<file path="src/rtl/mole_pkg.sv">
// Shared types and constants for the whack-a-mole round controller.
package mole_pkg;

  typedef enum logic [1:0] {
    ST_IDLE  = 2'd0,
    ST_LOAD  = 2'd1,
    ST_ARMED = 2'd2,
    ST_DONE  = 2'd3
  } state_e;

  localparam int NUM_MOLES = 4;
  localparam int LFSR_W    = 8;
  // Fibonacci taps at positions 8,6,5,4 (1-based) give a maximal-length sequence.
  localparam logic [LFSR_W-1:0] LFSR_TAPS = 8'b1011_1000;
  localparam int SCORE_W   = 8;

  function automatic logic [LFSR_W-1:0] lfsr_step(input logic [LFSR_W-1:0] cur);
    return {cur[LFSR_W-2:0], ^(cur & LFSR_TAPS)};
  endfunction

endpackage

</file>
<file path="src/rtl/mole_lfsr.sv">
// Free-running 8-bit Fibonacci LFSR used to pick the lit mole.
module mole_lfsr
  import mole_pkg::*;
(
  input  logic              clk_i,
  input  logic              rst_n,
  input  logic [LFSR_W-1:0] seed,
  output logic [LFSR_W-1:0] value
);

  always_ff @(posedge clk_i or negedge rst_n) begin
    if (!rst_n) value <= seed;
    else        value <= lfsr_step(value);
  end

endmodule

</file>
<file path="src/rtl/mole_round_ctrl.sv">
// Whack-a-mole round sequencer: lights a mole, scores hits, counts rounds.
// Optional miss counter enabled by defining MOLE_MISS_CNT_EN.
//
// state    | meaning
// ST_IDLE  | waiting for first start edge after reset
// ST_LOAD  | timer reload, no mole lit, LOAD_CYCLES long
// ST_ARMED | mole lit, timer running, waiting for hit or miss
// ST_DONE  | game finished, counters frozen until next start
module mole_round_ctrl
  import mole_pkg::*;
#(
  parameter int                ROUNDS      = 10,
  parameter int                LOAD_CYCLES = 2,
  parameter logic [LFSR_W-1:0] LFSR_SEED   = 8'hA5
) (
  input  logic                 clk_i,
  input  logic                 reset_i,
  input  logic                 start_i,
  input  logic [NUM_MOLES-1:0] btn_i,
  input  logic [3:0]           timer_count_i,
  input  logic                 timer_done_i,
  output logic                 timer_run_o,
  output logic [NUM_MOLES-1:0] mole_o,
  output logic [SCORE_W-1:0]   score_o,
  output logic [SCORE_W-1:0]   miss_o,
  output logic [7:0]           round_o,
  output logic                 game_over_o
);

  logic [1:0]           rst_sync;
  logic                 rst_n;
  state_e               state_q, state_d;
  logic                 start_q;
  logic [NUM_MOLES-1:0] btn_q, btn_rise, mole_oh;
  logic [15:0]          load_cnt_q;
  logic [1:0]           idx_q, idx_pick;
  logic [SCORE_W-1:0]   score_q;
  logic [7:0]           round_q;
  logic [LFSR_W-1:0]    lfsr;
  logic                 unused_lfsr;
  logic                 start_rise, expire, hit, miss, enter_load, clear_cnt;

  // Assert asynchronously, release two clocks later so no flop sees a runt edge.
  always_ff @(posedge clk_i or negedge reset_i) begin
    if (!reset_i) rst_sync <= 2'b00;
    else          rst_sync <= {rst_sync[0], 1'b1};
  end
  assign rst_n = rst_sync[1];

  mole_lfsr u_lfsr (
    .clk_i (clk_i),
    .rst_n (rst_n),
    .seed  (LFSR_SEED),
    .value (lfsr)
  );
  assign unused_lfsr = ^lfsr[LFSR_W-1:2];

  assign start_rise = start_i & ~start_q;
  assign btn_rise   = btn_i & ~btn_q;
  assign mole_oh    = NUM_MOLES'(1) << idx_q;
  assign expire     = timer_done_i && (timer_count_i == 4'd0);
  assign idx_pick   = (lfsr[1:0] == idx_q) ? lfsr[1:0] + 2'd1 : lfsr[1:0];

  always_ff @(posedge clk_i or negedge rst_n) begin
    if (!rst_n) state_q <= ST_IDLE;
    else        state_q <= state_d;
  end

  always_comb begin
    state_d    = state_q;
    hit        = 1'b0;
    miss       = 1'b0;
    enter_load = 1'b0;
    clear_cnt  = 1'b0;
    case (state_q)
      ST_IDLE, ST_DONE: begin
        if (start_rise) begin
          state_d    = ST_LOAD;
          enter_load = 1'b1;
          clear_cnt  = 1'b1;
        end
      end
      ST_LOAD: begin
        if (load_cnt_q == 16'd0) state_d = ST_ARMED;
      end
      ST_ARMED: begin
        // mole_oh is one-hot, so equality also enforces a single rising button.
        if (btn_rise == mole_oh)                     hit  = 1'b1;
        else if ((btn_rise != '0) || expire)         miss = 1'b1;
        if (hit || miss) begin
          if (round_q == 8'(ROUNDS - 1)) state_d = ST_DONE;
          else begin
            state_d    = ST_LOAD;
            enter_load = 1'b1;
          end
        end
      end
      default: state_d = ST_IDLE;
    endcase
  end

  always_ff @(posedge clk_i or negedge rst_n) begin
    if (!rst_n) begin
      start_q    <= 1'b1;
      btn_q      <= '1;
      load_cnt_q <= 16'd0;
      idx_q      <= 2'd0;
      score_q    <= '0;
      round_q    <= 8'd0;
    end else begin
      start_q <= start_i;
      btn_q   <= btn_i;
      if (enter_load) begin
        load_cnt_q <= 16'(LOAD_CYCLES - 1);
        idx_q      <= idx_pick;
      end else if ((state_q == ST_LOAD) && (load_cnt_q != 16'd0)) begin
        load_cnt_q <= load_cnt_q - 16'd1;
      end
      if (clear_cnt) begin
        score_q <= '0;
        round_q <= 8'd0;
      end else begin
        if (hit && (score_q != '1)) score_q <= score_q + 1'b1;
        if (hit || miss)            round_q <= round_q + 8'd1;
      end
    end
  end

`ifdef MOLE_MISS_CNT_EN
  logic [SCORE_W-1:0] miss_q;

  always_ff @(posedge clk_i or negedge rst_n) begin
    if (!rst_n)                         miss_q <= '0;
    else if (clear_cnt)                 miss_q <= '0;
    else if (miss && (miss_q != '1))    miss_q <= miss_q + 1'b1;
  end
  assign miss_o = miss_q;
`else
  assign miss_o = '0;
`endif

  assign timer_run_o = (state_q == ST_ARMED);
  assign mole_o      = (state_q == ST_ARMED) ? mole_oh : '0;
  assign game_over_o = (state_q == ST_DONE);
  assign score_o     = score_q;
  assign round_o     = round_q;

endmodule

</file>
<file path="config.mk">
export PLATFORM = sky130hd
export DESIGN_NAME = mole_round_ctrl
export DESIGN_NICKNAME = d
export VERILOG_FILES = /design/src/rtl/mole_pkg.sv /design/src/rtl/mole_lfsr.sv /design/src/rtl/mole_round_ctrl.sv
export SDC_FILE = /design/constraint.sdc
export NUM_CORES = 1
export LEC_CHECK = 0
export CORE_MARGIN = 2
export CORE_UTILIZATION = 58
export DETAILED_ROUTE_END_ITERATION = 10
export PLACE_DENSITY = 0.9
export SYNTH_ARGS = -nofsm -noshare
export SYNTH_HDL_FRONTEND = slang
export SYNTH_SLANG_ARGS = --single-unit
</file>
<file path="constraint.sdc">
create_clock -name clk_i -period 3.6 [get_ports clk_i]
set_input_delay 0.54 -clock clk_i [delete_from_list [all_inputs] [get_ports clk_i]]
set_output_delay 0.54 -clock clk_i [all_outputs]
set_load 0.02 [all_outputs]
</file>
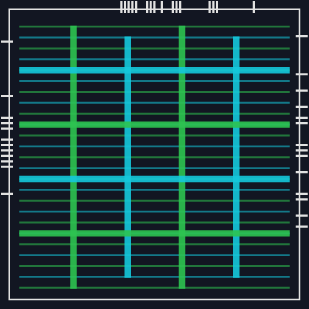
Figure 1: floorplan with the power grid.
(4 px per um) Pins as bars on the die edge.
legend:
  VDD:
    colour: cyan
  VSS:
    colour: green
signal pins: 42
met5 straps: 4
rows: 24
met4 straps: 4
Horiz. Die Dim: 72.2 um
Peak supply drop: 0.000278 V
die boundary height: 72.2 um
placeable core region: 4410 um^2

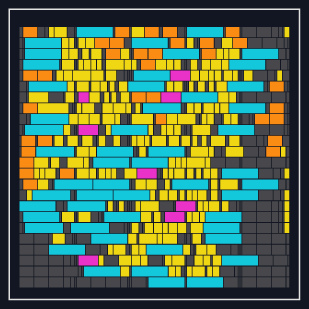
Figure 2: placement by cell class.
(4 px per um) Fill, decap, tap and diode cells in grey.
legend:
  sequential cells:
    colour: cyan
    cells: 51
    share_of_their_area: 42%
  combinational and other logic:
    colour: yellow
    cells: 215
    share_of_their_area: 43%
  clock drivers and dummy loads:
    colour: magenta
    cells: 8
    share_of_their_area: 3.4%
  remaining buffers and delay cells:
    colour: orange
    cells: 34
    share_of_their_area: 11%

==> notes.md <==
Counting instances, the worst hold path has a depth of 0. The script logs the ratio of routed vias to standard cells as 5.92. Summed over all nets, the half-perimeter wirelength after detailed placement is 3740 um. Per the cell usage report, the commonest logic cells after layout are dfrtp_1 (41), clkdlybuf4s50_1 (33), nor2_1 (31).

The number of multi-input combinational cells in the layout is 207. On the final layout, the worst hold slack is 0.360 ns. For the first-iteration detailed-routing DRC count, the log shows 164. The combinational share of cell area is 41.1%, and the multiplexer share of the synthesized area is 0.743%. Area added between synthesis and finish: 15.1%. The run gives 0 for the number of antenna violations at the first check in global routing. Number of placement rows: 24. For this run, the slowest stage of the critical path takes 0.63 ns. The cell count along the critical path was 4. With the met3 usage in global routing at 5.14%, the non-clock inverter instance count of the final layout is 8. The cell area that synthesis handed to floorplanning was 2700 um^2.

For this design the total switching power over the nets is 218 uW. The repair_antennas step left the layout with diodes totalling 0. The group drawing the most power is sequential cells. The run gives 16 for the flip-flop count of the largest register after layout. The global routing report lists met1 layer usage as 29.9%. With the via count of the first global-routing pass at 2,067, the global-route usage over all layers is 22.8%. The cell count listed in synth_stat.txt was 278.

The most utilized layer in the global route result was met2. The switching part of the total power came out at 22.1%. Per the synthesis report, the AND-OR/OR-AND share of the synthesized area is 11.5%.

Measured against its own limit, the worst slew margin works out to 32.0%. TritonCTS built the clock tree. For this run, the detailed router's first-pass iteration total came to 4. Each instance of the synthesized netlist takes up on average 9.69 um^2. The met2 track demand over resource is 35.6%, and the count of clock buffers in the final design is 7.

At the end of routability-driven placement, the weighted congestion stood at 0.830. After detailed routing, the number of remaining DRC violations is 0. The run finished with clean final reports. Before CTS, the worst setup slack after placement is 0.826 ns. The area fraction of the largest cell type after synthesis is 39.0%.

Number of cells produced by synthesis: 278.
Power and IR drop assume default switching activity.
